File: config.mk
export PLATFORM = sky130hd
export DESIGN_NAME = kronos_dbus_wb_flat
export DESIGN_NICKNAME = d
export VERILOG_FILES = /design/src/rtl/kronos_dbus_wb_pkg.sv /design/src/rtl/kronos_dbus_wb_if.sv /design/src/rtl/kronos_dbus_wb.sv /design/src/flat_wrapper.sv
export SDC_FILE = /design/constraint.sdc
export NUM_CORES = 1
export LEC_CHECK = 0
export CORE_MARGIN = 2
export CORE_UTILIZATION = 35
export CTS_CLUSTER_SIZE = 24
export DETAILED_ROUTE_END_ITERATION = 8
export GPL_ROUTABILITY_DRIVEN = 0
export PLACE_DENSITY = 0.8
export SYNTH_ARGS = -nofsm -noshare
export SYNTH_HDL_FRONTEND = slang
export SYNTH_SLANG_ARGS = --single-unit
File: constraint.sdc
create_clock -name clk -period 1.5 [get_ports clk]
set_input_delay 0.3 -clock clk [delete_from_list [all_inputs] [get_ports clk]]
set_output_delay 0.3 -clock clk [all_outputs]
set_load 0.01 [all_outputs]
File: src/rtl/kronos_dbus_wb_pkg.sv
// Shared types and helpers for the data-bus to Wishbone bridge.
//   dbus_state_e : bridge FSM states (idle, bus cycle in flight, ack pulse)
//   cnt_width    : width of the timeout counter for a given TIMEOUT
//   word_addr    : byte address to word-aligned address
package kronos_dbus_wb_pkg;

  typedef enum logic [1:0] {
    DBUS_IDLE = 2'd0,
    DBUS_BUS  = 2'd1,
    DBUS_DONE = 2'd2
  } dbus_state_e;

  // A zero TIMEOUT disables the watchdog, but the counter still needs one bit.
  function automatic int unsigned cnt_width(int unsigned timeout);
    int unsigned w;
    if (timeout == 0) begin
      w = 1;
    end else begin
      w = $clog2(timeout + 1);
    end
    return w;
  endfunction

  function automatic logic [31:0] word_addr(logic [31:0] addr);
    return {addr[31:2], 2'b00};
  endfunction

endpackage

File: src/rtl/kronos_dbus_wb_if.sv
// Signal bundle for the bridge: the core-side data port and the Wishbone B4
// classic master port.
//   master : the bridge (consumes core requests, drives the Wishbone cycle)
//   slave  : the environment (core request source and Wishbone slave)
interface kronos_dbus_wb_if;

  // Core data port
  logic [31:0] data_addr;
  logic [31:0] data_wr_data;
  logic [3:0]  data_mask;
  logic        data_wr_en;
  logic        data_req;
  logic [31:0] data_rd_data;
  logic        data_ack;
  logic        data_err;

  // Wishbone port
  logic        wb_cyc;
  logic        wb_stb;
  logic        wb_we;
  logic [31:0] wb_adr;
  logic [31:0] wb_dat_o;
  logic [3:0]  wb_sel;
  logic [31:0] wb_dat_i;
  logic        wb_ack;
  logic        wb_err;

  modport master (
    input  data_addr, data_wr_data, data_mask, data_wr_en, data_req,
    output data_rd_data, data_ack, data_err,
    output wb_cyc, wb_stb, wb_we, wb_adr, wb_dat_o, wb_sel,
    input  wb_dat_i, wb_ack, wb_err
  );

  modport slave (
    output data_addr, data_wr_data, data_mask, data_wr_en, data_req,
    input  data_rd_data, data_ack, data_err,
    input  wb_cyc, wb_stb, wb_we, wb_adr, wb_dat_o, wb_sel,
    output wb_dat_i, wb_ack, wb_err
  );

endinterface

File: src/rtl/kronos_dbus_wb.sv
// Bridge from the core's req/ack data port to a Wishbone B4 classic master.
// Each accepted request is registered and runs exactly one bus cycle; the core
// gets a single-cycle data_ack (with data_err on slave error or timeout).
// Ports:
//   clk  : core clock
//   rst  : synchronous, active-high reset
//   bus  : kronos_dbus_wb_if.master (core data port + Wishbone master port)
// Parameters:
//   TIMEOUT : bus cycles to wait for wb_ack/wb_err before forcing an error;
//             0 disables the watchdog.
module kronos_dbus_wb
  import kronos_dbus_wb_pkg::*;
#(
  parameter int unsigned TIMEOUT = 255
) (
  input logic              clk,
  input logic              rst,
  kronos_dbus_wb_if.master bus
);

  localparam int unsigned      CntW    = cnt_width(TIMEOUT);
  localparam logic [CntW-1:0] CntLast = CntW'(TIMEOUT - 1);
  localparam logic [CntW-1:0] CntMax  = {CntW{1'b1}};

  dbus_state_e     state_q, state_d;
  logic            cyc_q, cyc_d;
  logic            stb_q, stb_d;
  logic            we_q, we_d;
  logic [31:0]     adr_q, adr_d;
  logic [31:0]     dat_q, dat_d;
  logic [3:0]      sel_q, sel_d;
  logic [31:0]     rd_q, rd_d;
  logic            ack_q, ack_d;
  logic            err_q, err_d;
  logic [CntW-1:0] cnt_q, cnt_d;

  logic timeout_hit;
  logic bus_done;
  logic bus_fail;

  assign timeout_hit = (TIMEOUT != 0) && (cnt_q == CntLast);
  assign bus_done    = bus.wb_ack || bus.wb_err || timeout_hit;
  // A slave ack on the last watchdog cycle still counts as a clean completion.
  assign bus_fail    = bus.wb_err || (timeout_hit && !bus.wb_ack);

  always_comb begin
    state_d = state_q;
    cyc_d   = cyc_q;
    stb_d   = stb_q;
    we_d    = we_q;
    adr_d   = adr_q;
    dat_d   = dat_q;
    sel_d   = sel_q;
    rd_d    = rd_q;
    ack_d   = 1'b0;
    err_d   = 1'b0;
    cnt_d   = cnt_q;

    unique case (state_q)
      DBUS_IDLE: begin
        if (bus.data_req) begin
          adr_d   = word_addr(bus.data_addr);
          dat_d   = bus.data_wr_data;
          sel_d   = bus.data_mask;
          we_d    = bus.data_wr_en;
          cyc_d   = 1'b1;
          stb_d   = 1'b1;
          cnt_d   = '0;
          state_d = DBUS_BUS;
        end
      end

      DBUS_BUS: begin
        if (bus_done) begin
          cyc_d   = 1'b0;
          stb_d   = 1'b0;
          ack_d   = 1'b1;
          state_d = DBUS_DONE;
          if (bus_fail) begin
            rd_d  = '0;
            err_d = 1'b1;
          end else begin
            rd_d  = we_q ? 32'h0 : bus.wb_dat_i;
          end
        end else if (cnt_q != CntMax) begin
          cnt_d = cnt_q + CntW'(1);
        end
      end

      // Ack pulse cycle; the core may still present the finished request here.
      DBUS_DONE: begin
        state_d = DBUS_IDLE;
      end

      default: begin
        state_d = DBUS_IDLE;
      end
    endcase
  end

  always_ff @(posedge clk) begin
    if (rst) begin
      state_q <= DBUS_IDLE;
      cyc_q   <= 1'b0;
      stb_q   <= 1'b0;
      we_q    <= 1'b0;
      adr_q   <= '0;
      dat_q   <= '0;
      sel_q   <= '0;
      rd_q    <= '0;
      ack_q   <= 1'b0;
      err_q   <= 1'b0;
      cnt_q   <= '0;
    end else begin
      state_q <= state_d;
      cyc_q   <= cyc_d;
      stb_q   <= stb_d;
      we_q    <= we_d;
      adr_q   <= adr_d;
      dat_q   <= dat_d;
      sel_q   <= sel_d;
      rd_q    <= rd_d;
      ack_q   <= ack_d;
      err_q   <= err_d;
      cnt_q   <= cnt_d;
    end
  end

  assign bus.wb_cyc       = cyc_q;
  assign bus.wb_stb       = stb_q;
  assign bus.wb_we        = we_q;
  assign bus.wb_adr       = adr_q;
  assign bus.wb_dat_o     = dat_q;
  assign bus.wb_sel       = sel_q;
  assign bus.data_rd_data = rd_q;
  assign bus.data_ack     = ack_q;
  assign bus.data_err     = err_q;

endmodule

File: src/flat_wrapper.sv
// flat-port wrapper written by rule: the top's interface ports become plain ports
module kronos_dbus_wb_flat import kronos_dbus_wb_pkg::*;
#(
  parameter int unsigned TIMEOUT = 255
)
  (clk, rst, bus_data_addr, bus_data_wr_data, bus_data_mask, bus_data_wr_en, bus_data_req, bus_data_rd_data, bus_data_ack, bus_data_err, bus_wb_cyc, bus_wb_stb, bus_wb_we, bus_wb_adr, bus_wb_dat_o, bus_wb_sel, bus_wb_dat_i, bus_wb_ack, bus_wb_err);
  kronos_dbus_wb_if bus_i ();
  input logic clk;
  input logic rst;
  input wire logic [$bits(bus_i.data_addr)-1:0] bus_data_addr;
  input wire logic [$bits(bus_i.data_wr_data)-1:0] bus_data_wr_data;
  input wire logic [$bits(bus_i.data_mask)-1:0] bus_data_mask;
  input wire logic [$bits(bus_i.data_wr_en)-1:0] bus_data_wr_en;
  input wire logic [$bits(bus_i.data_req)-1:0] bus_data_req;
  output wire logic [$bits(bus_i.data_rd_data)-1:0] bus_data_rd_data;
  output wire logic [$bits(bus_i.data_ack)-1:0] bus_data_ack;
  output wire logic [$bits(bus_i.data_err)-1:0] bus_data_err;
  output wire logic [$bits(bus_i.wb_cyc)-1:0] bus_wb_cyc;
  output wire logic [$bits(bus_i.wb_stb)-1:0] bus_wb_stb;
  output wire logic [$bits(bus_i.wb_we)-1:0] bus_wb_we;
  output wire logic [$bits(bus_i.wb_adr)-1:0] bus_wb_adr;
  output wire logic [$bits(bus_i.wb_dat_o)-1:0] bus_wb_dat_o;
  output wire logic [$bits(bus_i.wb_sel)-1:0] bus_wb_sel;
  input wire logic [$bits(bus_i.wb_dat_i)-1:0] bus_wb_dat_i;
  input wire logic [$bits(bus_i.wb_ack)-1:0] bus_wb_ack;
  input wire logic [$bits(bus_i.wb_err)-1:0] bus_wb_err;
  assign bus_i.data_addr = bus_data_addr;
  assign bus_i.data_wr_data = bus_data_wr_data;
  assign bus_i.data_mask = bus_data_mask;
  assign bus_i.data_wr_en = bus_data_wr_en;
  assign bus_i.data_req = bus_data_req;
  assign bus_data_rd_data = bus_i.data_rd_data;
  assign bus_data_ack = bus_i.data_ack;
  assign bus_data_err = bus_i.data_err;
  assign bus_wb_cyc = bus_i.wb_cyc;
  assign bus_wb_stb = bus_i.wb_stb;
  assign bus_wb_we = bus_i.wb_we;
  assign bus_wb_adr = bus_i.wb_adr;
  assign bus_wb_dat_o = bus_i.wb_dat_o;
  assign bus_wb_sel = bus_i.wb_sel;
  assign bus_i.wb_dat_i = bus_wb_dat_i;
  assign bus_i.wb_ack = bus_wb_ack;
  assign bus_i.wb_err = bus_wb_err;
  kronos_dbus_wb #(.TIMEOUT(TIMEOUT)) u_core (.clk(clk), .rst(rst), .bus(bus_i));
endmodule
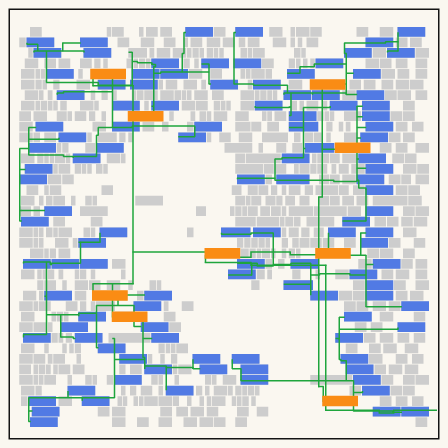
(images/clock_map.png)
[flip-flops] blue | count: 112
[clock wires] green | length: 1250 um
[cells driving clock nets] orange | count: 9
routed clock nets: 10
flops lie: spread over the die
clock latency at the later pin of the worst-skew pair: 0.34 ns
maximum clock skew at final layout: 0.006887 ns
power of the clock network: 2.61 mW

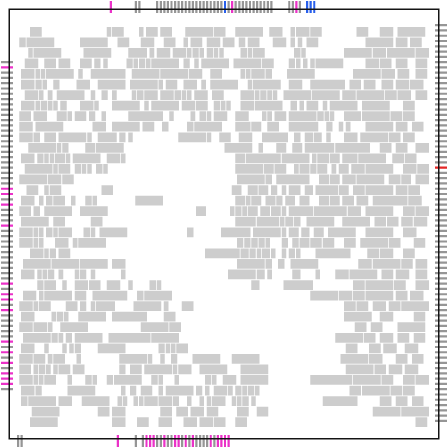
(images/pins.png)
Pins as bars across the die edge, other pins in gray.
[bus_wb_ack] red | pins: 1 | direction: input | edge: right
[bus_wb_sel] blue | pins: 4 | direction: output | edge: top
[bus_wb_adr] magenta | pins: 32 | direction: output | edge: 15 left, 14 bottom, 3 top
all pins by edge: 76 right, 63 left, 43 top, 29 bottom
IO buf count: 206
Die Width: 110.3 um
die y size: 110.3 um

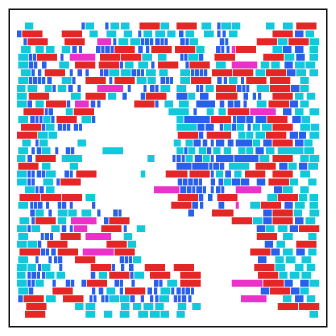
(images/cell_classes.png)
[all other logic] blue | cells: 300 | share of their area: 25%
[clock drivers and dummy loads] magenta | cells: 16 | share of their area: 5.2%
[other buffers and delay cells] cyan | cells: 240 | share of their area: 35%
[flip-flops] red | cells: 112 | share of their area: 35%
number of rows in the core area: 38
fraction of area in registers: 0.3401

==> run notes <==
The flow completed. Reported net switching power landed at approximately 1.5 mW. Post-route met1 wirelength landed at 4.415 mm. Entering global routing, the biggest net connects 65 pins. Pin placement for this block handled 211 I/O pins. Transition time at the pin with the least slew margin landed at 0.6672 ns. In the power breakdown, the internal column shows approximately 5.3 mW.

The checks that failed: setup timing. In the log, the iteration count for the first detailed-route pass is 5. STA classifies the critical path endpoint as a flop. The HPWL after detailed placement is roughly 8.4 mm. For this run the aggregate overflow at the end of global routing stands at 0. The highest layer touched by signal routing is met5. Total power normalized to cell area comes to 1027 nW/um^2. After synthesis the netlist holds a flip-flop and latch count of 112. Per the detail_route report, vias per standard cell equal between 4 and 5. Minimum setup slack in the final design landed at -0.04563 ns.

Per the timing report, the most critical flop-to-flop path originates at u_core.cnt_q[0]. Global routing put the most usage on met2. Yosys warning tally landed at 0. Per the synthesis report, the XOR/XNOR share of the synthesized area is 0. Met3 usage in global routing landed at 0.08230. The floorplan step records an initial core utilization of 0.3619.

Final critical-path required period landed at roughly 1.5 ns. Placeable core area landed at between 10000 and 15000 sq um. The number of gates resized after CTS was 111. Switching power as a fraction of the total was reported as 0.2245. Total standard cell area after synthesis landed at roughly 4000 sq um. The post-placement cell area is 6280 sq um. Number of endpoints failing setup at the final stage landed at 33. And-or/or-and share of the synthesized area landed at 0.1929. The flow ran to the end, but the final reports show violations.
critical path: stages:
cell                              delay, ns
sky130_fd_sc_hd__clkdlybuf4s50_1       0.46
sky130_fd_sc_hd__buf_4                 0.17
sky130_fd_sc_hd__nor2_1                0.21
sky130_fd_sc_hd__o21ai_2               0.12
sky130_fd_sc_hd__a21oi_4               0.22
sky130_fd_sc_hd__clkbuf_16             0.21
sky130_fd_sc_hd__a22o_1                0.13
stage by stage:
step	util	setup slack (ns)	TNS (ns)	hold WS (ns)	instances
global placement	0.5743	-0.3004	-28.75	0.4407	785
global route	0.6051	-0.1293	-1.403	0.3287	808
detailed placement	0.5743	-0.3572	-31.88	0.4468	785
floorplan	-	0.001261	0	0.4238	446
CTS	0.5966	-0.04483	-0.07947	0.2928	802
finish	0.6051	-0.04563	-0.8172	0.3215	808
state kept, by name, indices dropped and copies added (netlist names):
| signal | count |
|---|---|
| u_core.bus.data_rd_data | 32 |
| u_core.bus.data_ack | 1 |
| u_core.bus.data_err | 1 |
| u_core.bus.wb_dat_o | 32 |
| u_core.bus.wb_adr | 30 |
| u_core.bus.wb_sel | 4 |
| u_core.state_q | 2 |
| u_core.bus.wb_we | 1 |
| u_core.bus.wb_cyc | 1 |
| u_core.cnt_q | 8 |
layout by cell type (no fill, tap or decap), types with 2 or more instances in the layout:
| master | Yosys | routed |
|---|---|---|
| sky130_fd_sc_hd__o211ai_1 | 2 | 2 |
| sky130_fd_sc_hd__nand3_1 | 7 | 7 |
| sky130_fd_sc_hd__dlygate4sd2_1 | 0 | 102 |
| sky130_fd_sc_hd__nand4_1 | 2 | 2 |
| sky130_fd_sc_hd__dfxtp_1 | 112 | 107 |
| sky130_fd_sc_hd__a22o_1 | 33 | 33 |
| sky130_fd_sc_hd__conb_1 | 1 | 2 |
| sky130_fd_sc_hd__nor2_1 | 10 | 10 |
| sky130_fd_sc_hd__clkbuf_1 | 17 | 2 |
| sky130_fd_sc_hd__clkdlybuf4s50_1 | 0 | 102 |
| sky130_fd_sc_hd__dfxtp_2 | 0 | 4 |
| sky130_fd_sc_hd__o21ai_0 | 4 | 4 |
| sky130_fd_sc_hd__o21ai_2 | 1 | 2 |
| sky130_fd_sc_hd__bufinv_16 | 0 | 2 |
| sky130_fd_sc_hd__buf_4 | 3 | 28 |
| sky130_fd_sc_hd__a21oi_1 | 73 | 72 |
| sky130_fd_sc_hd__and2_1 | 2 | 2 |
| sky130_fd_sc_hd__clkbuf_16 | 0 | 10 |
| sky130_fd_sc_hd__a31oi_1 | 4 | 4 |
| sky130_fd_sc_hd__nand2_1 | 141 | 140 |
| sky130_fd_sc_hd__buf_12 | 0 | 5 |
| sky130_fd_sc_hd__clkbuf_8 | 0 | 3 |
logic make-up after synthesis:
kind of cell | Yosys count
adders and majority gates | 2
DFF | 112
and+or+nand+nor | 171
AOI/OAI and AO/OA | 122
buffers and inverters | 37
other | 1
cell type report:
type,count,area share
clock buffer,14,0.04141
sequential,112,0.3401
timing repair buffer,240,0.3426
multi-input combinational,298,0.2392
clock inverter,2,0.009075
tap,140,0.02647
inverter,2,0.001134
Power and IR drop assume default switching activity.
